**src/rtl/id_operand_stage.sv**
```systemverilog
// Decode-stage operand unit: register file, forwarding network, load-use and HI/LO
// hazard stalls, multiply/divide countdown feeding HI/LO, and the ID/EX operand register.
module id_operand_stage #(
    parameter int XLEN    = 32,
    parameter int NREG    = 32,
    parameter int FWD_N   = 2,
    parameter int MDU_LAT = 4,
    localparam int AW     = $clog2(NREG)
) (
    input  logic                  clk,
    input  logic                  reset,
    input  logic                  id_valid,
    input  logic [AW-1:0]         id_rs,
    input  logic [AW-1:0]         id_rt,
    input  logic                  id_use_rs,
    input  logic                  id_use_rt,
    input  logic                  id_is_jal,
    input  logic [XLEN-1:0]       id_pc,
    input  logic [1:0]            id_rd_hilo,
    input  logic                  id_mdu_start,
    input  logic [XLEN-1:0]       mdu_hi_in,
    input  logic [XLEN-1:0]       mdu_lo_in,
    input  logic [FWD_N-1:0]      fwd_we,
    input  logic [FWD_N*AW-1:0]   fwd_rd,
    input  logic [FWD_N*XLEN-1:0] fwd_data,
    input  logic [FWD_N-1:0]      fwd_is_load,
    input  logic                  wb_we,
    input  logic [AW-1:0]         wb_rd,
    input  logic [XLEN-1:0]       wb_data,
    input  logic                  ex_flush,
    output logic                  stall,
    output logic                  ex_valid,
    output logic [XLEN-1:0]       ex_op1,
    output logic [XLEN-1:0]       ex_op2,
    output logic                  mdu_busy
);
    localparam int CW = $clog2(MDU_LAT + 1);

    logic [XLEN-1:0] rf [NREG];
    logic [XLEN-1:0] hi, lo;
    logic [CW-1:0]   mdu_cnt;

    logic [XLEN-1:0] src1_p0, src2_p0, op1_p0, op2_p0;
    logic            load1_p0, load2_p0, rd_hi_p0, rd_lo_p0, accept_p0;

    // Lowest forwarding index wins, so scan from the oldest source down to the youngest.
    function automatic logic [XLEN-1:0] select_src(input logic [AW-1:0] src,
                                                   output logic load_hit);
        logic [XLEN-1:0] val;
        load_hit = 1'b0;
        val      = '0;
        if (src != '0) begin
            val = (wb_we && wb_rd == src) ? wb_data : rf[src];
            for (int i = FWD_N - 1; i >= 0; i--) begin
                if (fwd_we[i] && fwd_rd[i*AW +: AW] == src) begin
                    val      = fwd_data[i*XLEN +: XLEN];
                    load_hit = fwd_is_load[i];
                end
            end
        end
        return val;
    endfunction

    // ---- ID stage: operand selection and hazard detection ----
    always_comb begin
        load1_p0 = 1'b0;
        load2_p0 = 1'b0;
        src1_p0  = select_src(id_rs, load1_p0);
        src2_p0  = select_src(id_rt, load2_p0);
        rd_hi_p0 = (id_rd_hilo == 2'b01);
        rd_lo_p0 = (id_rd_hilo == 2'b10);

        op1_p0 = src1_p0;
        op2_p0 = src2_p0;
        if (id_is_jal) begin
            op1_p0 = id_pc + XLEN'(8);
            op2_p0 = '0;
        end else if (rd_hi_p0) begin
            op1_p0 = hi;
            op2_p0 = '0;
        end else if (rd_lo_p0) begin
            op1_p0 = lo;
            op2_p0 = '0;
        end
    end

    assign mdu_busy  = (mdu_cnt != '0);
    assign stall     = id_valid && !ex_flush &&
                       ((id_use_rs && load1_p0) || (id_use_rt && load2_p0) ||
                        ((rd_hi_p0 || rd_lo_p0) && mdu_busy) ||
                        (id_mdu_start && mdu_busy));
    assign accept_p0 = id_valid && id_mdu_start && !stall && !ex_flush;

    // ---- ID/EX boundary, regfile, HI/LO and MDU countdown ----
    always_ff @(posedge clk) begin
        if (!reset) begin
            for (int i = 0; i < NREG; i++) rf[i] <= '0;
            hi       <= '0;
            lo       <= '0;
            mdu_cnt  <= '0;
            ex_valid <= 1'b0;
            ex_op1   <= '0;
            ex_op2   <= '0;
        end else begin
            if (wb_we && wb_rd != '0) rf[wb_rd] <= wb_data;

            if (mdu_cnt == CW'(1)) begin
                hi <= mdu_hi_in;
                lo <= mdu_lo_in;
            end

            if (accept_p0)     mdu_cnt <= CW'(MDU_LAT);
            else if (mdu_busy) mdu_cnt <= mdu_cnt - CW'(1);

            if (ex_flush || stall || !id_valid) begin
                ex_valid <= 1'b0;
                ex_op1   <= '0;
                ex_op2   <= '0;
            end else begin
                ex_valid <= 1'b1;
                ex_op1   <= op1_p0;
                ex_op2   <= op2_p0;
            end
        end
    end
endmodule

```
**config.mk**
```make
export PLATFORM = sky130hd
export DESIGN_NAME = id_operand_stage
export DESIGN_NICKNAME = d
export VERILOG_FILES = /design/src/rtl/id_operand_stage.sv
export SDC_FILE = /design/constraint.sdc
export NUM_CORES = 2
export LEC_CHECK = 0
export ABC_CLOCK_PERIOD_IN_PS = 4480
export CAP_MARGIN = 20
export CORE_ASPECT_RATIO = 0.9
export CORE_MARGIN = 2
export CORE_UTILIZATION = 55
export DETAILED_ROUTE_END_ITERATION = 8
export MAX_ROUTING_LAYER = met4
export PLACE_DENSITY = 0.77
export SLEW_MARGIN = 20
export SYNTH_ARGS = -nofsm -noshare
export SYNTH_HDL_FRONTEND = slang
export SYNTH_SLANG_ARGS = --single-unit
```
**constraint.sdc**
```tcl
create_clock -name clk -period 4.48 [get_ports clk]
set_clock_uncertainty 0.1 [all_clocks]
set_input_delay 0.672 -clock clk [delete_from_list [all_inputs] [get_ports clk]]
set_output_delay 0.672 -clock clk [all_outputs]
set_load 0.005 [all_outputs]
```
util_map.png
(1 px per um) 36 x 32 tiles, from dark blue (low) to red (high), 0 to 100% covered.
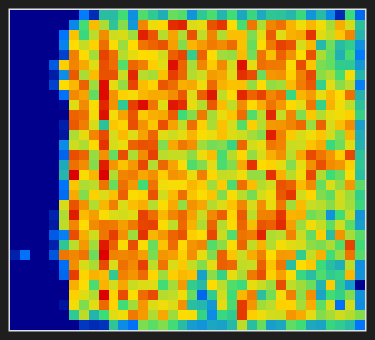
fullest tile: 100%
nearly empty tiles: 14%
mean over tiles: 60%

placed.png
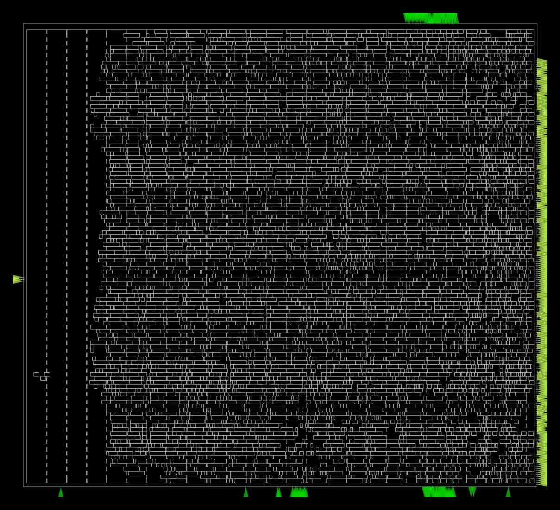
# fillers: 7777
core outline area: 110000 um2

==> qor.yml <==
critical_path:
  worstSetupPathType: "in -> out"
  cp-startpoint: "id_rs[4]"
  r2r-start: "rf[11][20]$_SDFFCE_PN0P_"
  path_cells: "clkdlybuf4s50_1 > xnor2_1 > and4_1 > nand2_1 > a311oi_2 > a31oi_1 > clkdlybuf4s50_1"
  cp.depth: 7
  startpoint_type: "input pin"
  regToRegSetupSlack_ns: 1.97
power:
  p_sw_share_pct: 26.2
  maxPowerGroup: "sequential cells"
  internal-power_mw: 19.5
  powerSeq_mw: 12.8
  clkPwrFrac_pct: 37.0
  ir_drop_mv: 0.372
die:
  die_h_um: 320
  taps: 1462
  io-pin-count: 299
  initCoreUtil_pct: 55.6
final_layout:
  dominant_cells: "sequential cells"
  utilization_pct: 63.7
  clock_area_share_pct: 5.35
  combGateArea_um2: 26100
  logic_gate_count: 2803
  num-nonclk-inverters: 49
sta:
  fmax_mhz: 256
  rsz0062_at_grt: "false"
  worst_pin_slew_ns: 1.15
place:
  gp_congestion: 0.973
  port_buffers: 298
clocking:
  clk_pin_slew_ns: 0.06
  cts_sinks: 1156
  clock_path_buffers: 3
synth:
  synth.comb.largest_family: "multiplexers"
  ys_sh_xor_pct: 0.775
  synth.mux.area_fraction_pct: 20.1
  adder_share_pct: 0.123
  syn_area_um2: 61000
detailed_routing:
  wl_mm: 197
  viasPerCell: 6.89
  met1_length_mm: 71.0
  first_iter_violations: 7181
  drt-wirelength-per-cell_um: 31.9
worst_hold_path:
  holdCritStartpoint: "lo[22]$_SDFFE_PN0P_"
status:
  outcome: "finished clean"
run:
  tool_warnings: 34
port_trees.png
(1 px per um)
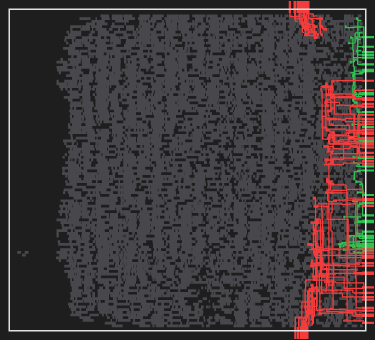
legend:
  green:
    port: mdu_hi_in
    bits: 32
    direction: input
    edge: right
    end_cells: 32
    wire: 911 um
  red:
    port: fwd_data
    bits: 64
    direction: input
    edge: 42 right, 12 top, 10 bottom
    end_cells: 96
    wire: 4610 um

m1.png
(1.5 px per um) Supply wires on this layer in gray. Cells faint in the background.
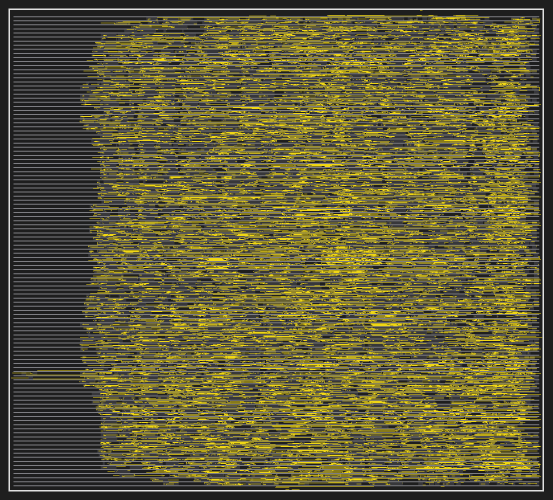
wire length on this layer: 71.0 mm
nets with wire on the layer: 4594

Power and IR drop assume default switching activity.
